<file path="src/rtl/ddr2_power_ctrl.sv">
// ddr2_power_ctrl
// Moves the DDR2 device into and out of the CKE-driven low-power modes
// (precharge power-down and self-refresh). While a low-power sequence is in
// progress this block owns the command bus and drives CKE plus the command
// pins. It enforces the minimum CKE-low residency and the NOP spacing after
// CKE is raised again.
//
// Ports
//   clk        : clock
//   reset      : synchronous, active-low reset
//   pd_req     : level request for precharge power-down
//   sr_req     : level request for self-refresh (wins over pd_req)
//   banks_idle : all banks precharged, scheduler has nothing in flight
//   cke, csbar, rasbar, casbar, webar : pad-stage CKE / command pins
//   cmd_own    : 1 = pad mux takes the pins from this block
//   ready      : 1 only in ACTIVE; scheduler may issue commands
//   pwr_state  : current state encoding
//
// state    | meaning
// ---------+-------------------------------------------------------------
// ACTIVE   | normal operation, scheduler owns the bus
// PD_ENTRY | one NOP cycle with CKE high before power-down
// PD       | power-down, CKE low, deselect; residency counter runs
// PD_EXIT  | CKE high, NOPs for tXP
// SR_ENTRY | one SELF-REFRESH command cycle with CKE high
// SR       | self-refresh, CKE low, deselect; residency counter runs
// SR_EXIT  | CKE high, NOPs for tXSNR

module ddr2_power_ctrl #(
    parameter int TCKE  = 3,
    parameter int TXP   = 2,
    parameter int TXSNR = 24,
    parameter int CW    = 8
) (
    input  logic       clk,
    input  logic       reset,
    input  logic       pd_req,
    input  logic       sr_req,
    input  logic       banks_idle,
    output logic       cke,
    output logic       csbar,
    output logic       rasbar,
    output logic       casbar,
    output logic       webar,
    output logic       cmd_own,
    output logic       ready,
    output logic [2:0] pwr_state
);

    localparam logic [2:0] ACTIVE   = 3'd0;
    localparam logic [2:0] PD_ENTRY = 3'd1;
    localparam logic [2:0] PD       = 3'd2;
    localparam logic [2:0] PD_EXIT  = 3'd3;
    localparam logic [2:0] SR_ENTRY = 3'd4;
    localparam logic [2:0] SR       = 3'd5;
    localparam logic [2:0] SR_EXIT  = 3'd6;

    localparam logic [CW-1:0] TCKE_LOAD  = CW'(TCKE - 1);
    localparam logic [CW-1:0] TXP_LOAD   = CW'(TXP - 1);
    localparam logic [CW-1:0] TXSNR_LOAD = CW'(TXSNR - 1);

    logic [2:0]    state_next;
    logic [CW-1:0] count;
    logic [CW-1:0] count_next;
    logic          cke_next;
    logic [3:0]    pins_next;   // {csbar, rasbar, casbar, webar}
    logic          own_next;

    always_comb begin
        state_next = pwr_state;
        // Counter saturates at zero in the residency/exit states.
        count_next = (count == '0) ? '0 : count - CW'(1);
        case (pwr_state)
            ACTIVE: begin
                count_next = '0;
                if (banks_idle && sr_req)
                    state_next = SR_ENTRY;
                else if (banks_idle && pd_req)
                    state_next = PD_ENTRY;
            end
            PD_ENTRY: begin
                state_next = PD;
                count_next = TCKE_LOAD;
            end
            PD: begin
                if (count == '0 && !pd_req) begin
                    state_next = PD_EXIT;
                    count_next = TXP_LOAD;
                end
            end
            PD_EXIT: begin
                if (count == '0)
                    state_next = ACTIVE;
            end
            SR_ENTRY: begin
                state_next = SR;
                count_next = TCKE_LOAD;
            end
            SR: begin
                if (count == '0 && !sr_req) begin
                    state_next = SR_EXIT;
                    count_next = TXSNR_LOAD;
                end
            end
            SR_EXIT: begin
                if (count == '0)
                    state_next = ACTIVE;
            end
            default: begin
                state_next = ACTIVE;
                count_next = '0;
            end
        endcase
    end

    // Pin values are decoded from the next state so that every output is a
    // flop and always matches pwr_state in the same cycle.
    always_comb begin
        cke_next  = 1'b1;
        pins_next = 4'b1111;
        own_next  = 1'b1;
        case (state_next)
            ACTIVE:            own_next  = 1'b0;
            PD_ENTRY:          pins_next = 4'b0111;
            SR_ENTRY:          pins_next = 4'b0001;
            PD, SR:            cke_next  = 1'b0;
            PD_EXIT, SR_EXIT:  pins_next = 4'b0111;
            default:           own_next  = 1'b0;
        endcase
    end

    always_ff @(posedge clk) begin
        if (!reset) begin
            pwr_state <= ACTIVE;
            count     <= '0;
            cke       <= 1'b1;
            csbar     <= 1'b1;
            rasbar    <= 1'b1;
            casbar    <= 1'b1;
            webar     <= 1'b1;
            cmd_own   <= 1'b0;
            ready     <= 1'b1;
        end else begin
            pwr_state <= state_next;
            count     <= count_next;
            cke       <= cke_next;
            {csbar, rasbar, casbar, webar} <= pins_next;
            cmd_own   <= own_next;
            ready     <= (state_next == ACTIVE);
        end
    end

endmodule

</file>
<file path="config.mk">
export PLATFORM = sky130hd
export DESIGN_NAME = ddr2_power_ctrl
export DESIGN_NICKNAME = d
export VERILOG_FILES = /design/src/rtl/ddr2_power_ctrl.sv
export SDC_FILE = /design/constraint.sdc
export NUM_CORES = 1
export LEC_CHECK = 0
export CAP_MARGIN = 30
export CORE_UTILIZATION = 53
export CTS_BUF_LIST = sky130_fd_sc_hd__clkbuf_8
export CTS_CLUSTER_SIZE = 30
export DETAILED_ROUTE_END_ITERATION = 6
export PLACE_DENSITY = 0.78
export SYNTH_ARGS = -nofsm -noshare
export SYNTH_HDL_FRONTEND = slang
export SYNTH_SLANG_ARGS = --single-unit
</file>
<file path="constraint.sdc">
create_clock -name clk -period 2.71 [get_ports clk]
set_input_delay 0.271 -clock clk [delete_from_list [all_inputs] [get_ports clk]]
set_output_delay 0.271 -clock clk [all_outputs]
set_load 0.01 [all_outputs]
</file>
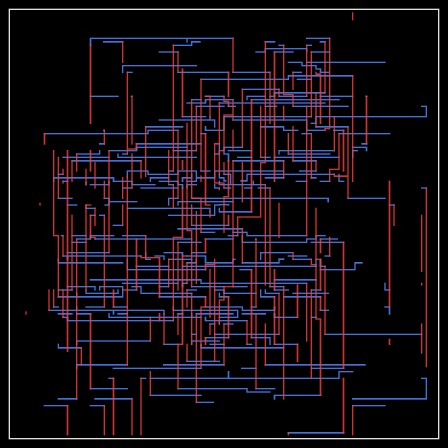
*Routed metal, one color a layer*
Drawn at 10 px/um. Two of the layers only.
- red: metal 2 (wire length 845 um)
- blue: metal 1 (wire length 898 um)
GRT Util Overall: 0.217
Avg WL per Cell: 14.2 um
WL final: 1.86 mm
via count: 772

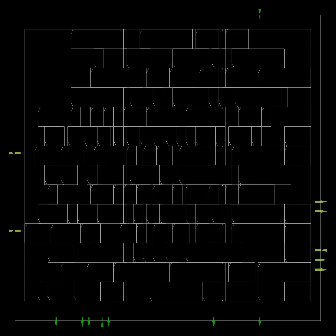
*Placed standard cells*
fillers: 130
Seq cells: 16

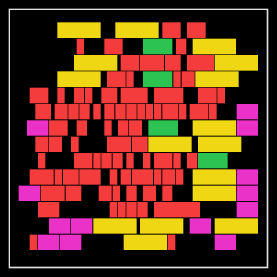
*Placed cells, one color a class*
Drawn at 6 px/um.
- magenta: remaining buffers and delay cells (cells 13)
- red: combinational and other logic (cells 82)
- yellow: sequential cells (cells 16)
- green: clock drivers and dummy loads (cells 4)
row cnt: 14
fin area: 1050 sq um

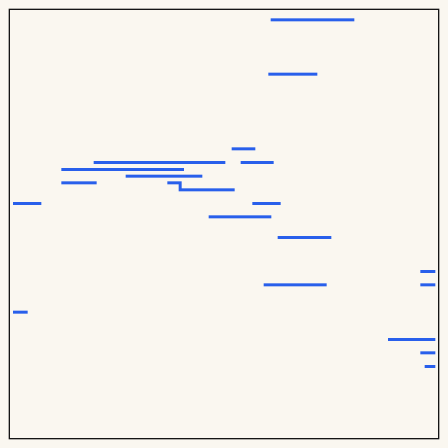
*Met3 routing*
Drawn at 10 px/um.
- main direction: horizontal
- longest straight run: 12.9 um
- nets with wire on the layer: 15
- wire length on this layer: 92.4 um
- share of all routed wire: 5.0%
M3 GR Usage: 0.0255

==> out/results.tsv <==
stage	metric	value	unit
outcome	status	finished, final reports clean	
pwr	sequential power	402	uW
finish	max reg flops	8	
logic_synthesis	synth warn	0	
finish	ANT cells	0	
final_timing	final-report hold violation count	0	
worst_setup_path	reg-to-reg endpoint	cmd_own	
finish	Final #Nets	123	
logic_synthesis	asr flop ratio synth	0	
logic_synthesis	Compound Share, Synth	0.140	
logic_synthesis	Post-Synth Simple-Gate Area	0.285	
cts	CTS resizes	0	
placement	port buffer count	13	
final_timing	Least-Margin Pin Slew	0.537	ns
drt	met3 wire len	92	um
final_timing	setup tns final	0	ns
pwr	clock share of power	0.148	
pwr	Sw Share	0.405	
drt	TritonRoute pass-1 iters	4	
pwr	internal power	823	uW
cts	# clock sinks	16	
pwr	Top Consumer	combinational cells	
flow_run	MaxCap Viol Count	0	
worst_hold_path	Worst Hold End	count[3]	
drt	Detail Route Antenna Nets	0	
global_routing	number of global-route vias before repair	685	
final_timing	Tmin final	2.36	ns
pwr	Reg power frac	0.291	
global_routing	GR Util met1	0.325	
finish	Non-Filler Instances	131	
floorplan	Die Y	42.8	um
finish	most common logic cells in the final layout	dfxtp_1 (16), nor2_1 (15), clkdlybuf4s50_1 (13)	
logic_synthesis	yosys stat cell total	104	
global_routing	largest net degree at the start of global routing	17	
pwr	Comb pwr share	0.561	
worst_hold_path	hold path depth	2	
final_timing	# setup viols final	0	
logic_synthesis	syn avg cell area	8.48	sq um
worst_setup_path	CP startpoint	count[2]	
final_timing	Final Cycle Share	0.873	
logic_synthesis	flip-flops with a built-in enable	0	
final_timing	Setup Skew	0.00342	ns
global_routing	grt total ovfl	0	
drt	DRC	0	
logic_synthesis	YS chip area	882	sq um
worst_setup_path	crit path DRT	2.84	ns
placement	Placed Cells	127	
cts	Reg clk slew, reported paths	0.06	ns
drt	met1 WL	898	um
finish	Commonest Layout Cell	dfxtp_1	
worst_setup_path	R2R depth	5	
pwr	Max VDD drop	0.000707	V
final_timing	hold slack	0.526	ns
logic_synthesis	post-synth top area cell	dfxtp_1	
drt	top layer in use	met4	
cts	post-CTS setup buffers	0	
placement	gpl congestion	0.854	
cts	CTS tree	yes	
logic_synthesis	ys flops	16	
logic_synthesis	register share after synthesis	0.363	
final_timing	Max-slew headroom	0.641	
final_timing	fmax	423	MHz
floorplan	chip area	1830	sq um
final_timing	unrepaired setup endpoints after global routing	false	
drt	detailed route wirelength on metal2	845	um
worst_setup_path	reg2reg setup slack	0.35	ns
worst_setup_path	kind of critical path	reg -> reg	
floorplan	DIE WIDTH	42.8	um
logic_synthesis	top cells, area	dfxtp_1 (36%), nor2_1 (6.4%), xnor2_1 (6.0%), nand2_1 (3.0%), a21oi_1 (2.8%)	
cts	Clock Path Buffers	2	
cts	Post-CTS Hold Fix Bufs	0	
finish	Largest Register	count	
global_routing	antenna violations before repair	0	
global_routing	met2 usage	0.315	
pwr	Power per Cell Area	1320	nW/um^2
finish	P&R area growth vs syn	19.0	%
floorplan	core utilization before placement	0.579	
flow_run	OpenROAD warning count	27	
global_routing	GRT Max-Usage Layer	met1	
logic_synthesis	Synth top area share	0.363	
pwr	clk pwr	205	uW
finish	top flop regs	count: 8 flops, pwr_state: 3 flops	
finish	Final Util	0.689	
cts	clock root buffer	clkbuf_8	
worst_setup_path	Setup crit end	cmd_own	
pwr	leak pwr	0.411	nW
worst_hold_path	Hold Crit Class	reg -> reg	
logic_synthesis	Synth Area in Adders	0.0284	
logic_synthesis	top cells by count	dfxtp_1 (16), nor2_1 (15), nand2_1 (7)	
floorplan	I/O pin cnt	15	
worst_setup_path	Crit. End Element	flip-flop	
pwr	Comb. pwr	777	uW
logic_synthesis	most instantiated library cell after synthesis	dfxtp_1	
global_routing	first-pass GRT wire length	3.08	mm
pwr	Overall Power	1.38	mW
worst_setup_path	crit-path max FO	13	
pwr	P_sw	561	uW
logic_synthesis	ys flop type	dfxtp_1	
logic_synthesis	Post-Syn Instances	104	
logic_synthesis	mux share	0.0355	
cts	H-Tree Depth	1	
drt	number of vias per cell	5.89	
cts	clk_lat worst skew	0.24	ns
worst_setup_path	RR Startpoint	count[2]	
cts	clock buffer count from CTS	3	
floorplan	CORE AREA	1520	sq um
worst_setup_path	worst path arrival time	2.49	ns
logic_synthesis	post-synth cell types	38	
worst_hold_path	hold wc startpoint	count[3]	
logic_synthesis	mapped cell area	882	sq um
==> worst max-delay path, stage by stage, from the launching register on <==
cell and delay (ns):
dfxtp_1 0.35, or4_4 0.56, or4b_4 0.61, a31oi_4 0.27
nor2_1 0.09, or3_1 0.37
==> final cells by class <==
type | count | area (sq um) | share of cell area
inverter | 5 | 18.8 | 0.0179
timing repair buffer | 13 | 130 | 0.124
tap | 16 | 20.0 | 0.0191
multi-input combinational | 77 | 505 | 0.482
clock buffer | 4 | 55.1 | 0.0524
sequential | 16 | 320 | 0.305
==> per-stage QoR <==
stage                     instance area [sq um]  setup slack, ns
after floorplan                             882            0.486
after global placement                      995            0.426
after detailed placement                    995            0.374
after CTS                                  1050            0.348
after global routing                       1050            0.259
final                                      1050            0.345
Power figures rest on the tool's default switching activity, not on a simulated workload.
